Design config_loader, sky130hd; sources not shown.
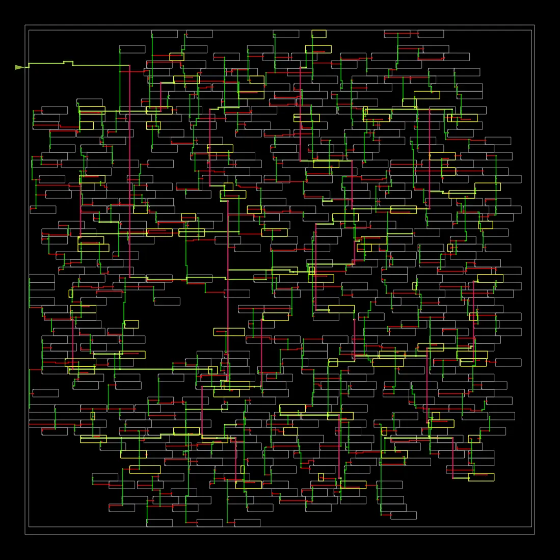
(clock wiring as the flow saved it)
flip-flops: 477
clock sinks: 477

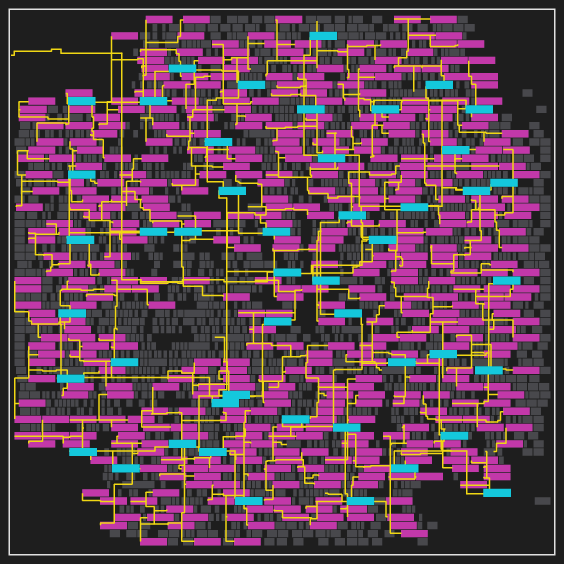
(clock wires, drivers and flops)
(3 px per um)
[clock wires] yellow | length: 5070 um
[flip-flops] magenta | count: 477
[clock-net drivers] cyan | count: 47
routed clock nets: 48
worst skew pair latency: 550 ps
skew final: 13.1 ps
clock power share: 0.477

==> results.py <==
# Physical implementation metrics
metrics = {
    "final_timing": {
        "hold_viol_final": 0,
        "hold-worst-slack_ps": 477,
        "finalCriticalPeriod_ps": 3680,
        "fin_tns_setup_ps": 0,
    },
    "cells_and_area": {
        "largest_register_ffs": 230,
        "drive_above_1_share": 0.0537,
    },
    "die": {
        "initCoreUtil": 0.600,
        "die_y_um": 181,
        "die_w_um": 181,
        "coreArea_mm2": 0.0316,
    },
    "synth": {
        "yosysSeqAreaShare": 0.629,
        "yosys_area_mm2": 0.0190,
        "yosys_warnings": 0,
        "syn_area_per_cell_um2": 9.13,
        "ys.flops": 477,
        "floorplan.nets": 2097,
        "edf_count": 0,
    },
    "setup_path": {
        "cp.arrival_ps": 4130,
        "cp_max_fo": 63,
        "worstSetupPathType": "input port to register",
        "reg2reg_slack_ps": 2520,
    },
    "place": {
        "gp_congestion": 0.914,
    },
    "run_status": {
        "status": "finished clean",
    },
    "clock_network": {
        "post_cts_buffers": 0,
        "cts_buffers": 47,
        "clockRootBuffer": "clkbuf_16",
        "htreeDepth": 2,
        "cts_tree": "built",
    },
    "power_and_ir_drop": {
        "power.net_switching_uw": 1370,
        "power_frac_seq": 0.498,
        "combPwrFrac": 0.025,
        "total_leakage_power_uw": 0.0104,
        "swShare": 0.209,
    },
    "detailed_routing": {
        "drc": 0,
        "viasPerCell": 5.68,
        "first_pass_iters": 6,
        "ant_nets": 0,
    },
    "grt": {
        "track_usage": 0.318,
    },
}
==> synth_stat cells (5+ instances only) <==
cell	count	area [um^2]
nand2_1	577	2170
dfrtp_1	477	11900
o21ai_0	405	2030
inv_1	301	1130
buf_2	52	260
nor2_1	48	180
nand3_1	42	210
o21ai_1	37	185
clkbuf_1	34	128
nand4_1	30	188
nor3_1	11	55.1
o21a_1	8	60.1
o22ai_1	7	43.8
ha_1	6	75.1
nand2_2	6	37.5
nor2_2	6	37.5
inv_2	5	18.8
==> metrics by stage <==
step	instance area, um^2	cells	util	worst slack [ps]	power (uW)
after floorplan	19000	2079	-	3400	3380
after global placement	21600	2643	0.684	1850	3480
after detailed placement	21700	2644	0.685	1860	3490
after CTS	23300	2727	0.737	2190	6590
after global routing	23300	2728	0.738	2070	6740
final	23300	2728	0.738	2250	6560
==> worst max-delay path: stages <==
cell	delay (ps)
clkdlybuf4s50_1	670
inv_1	440
nand2_1	90
nand2_1	120
nand2_1	80
nor2_1	190
nand3_4	380
buf_4	450
buf_12	260
o21ai_0	240
==> power by group through the flow <==
stage | Sequential, uW | Clock [uW] | Combinational [uW]
floorplan | 3330 | 0 | 54.1
finish | 3270 | 3130 | 162
global route | 3270 | 3290 | 184
CTS | 3270 | 3160 | 162
global placement | 3330 | 0 | 157
detailed placement | 3330 | 0 | 161
==> metal layers <==
metal  share of wire  GRT usage  vias to the layer above  wire [um]
li1                -          -                     6951          -
met1            0.39      0.415                     7615      20100
met2            0.48      0.519                      760      24800
met3           0.082     0.0615                      171       4180
met4           0.044      0.148                        0       2250
met5               0          0                        -          0
==> final cells by class <==
class	count	area, um^2
sequential	477	11900
timing repair buffer	256	2590
fill	2013	8300
tap	402	503
multi-input combinational	1201	5500
clock inverter	16	253
clock buffer	67	1390
inverter	309	1160
==> kinds of logic (layout without fill, tap and decap cells) <==
kind of cell    Yosys count  in the layout  share of synthesized area
fa+ha+maj                 6              6                    0.00396
buf+inv                 401            648                     0.0833
flops                   477            477                      0.629
simple gates            731            731                      0.159
compound gates          462            462                      0.124
xor+xnor                  2              2                    0.00132
Power figures rest on the tool's default switching activity, not on a simulated workload.
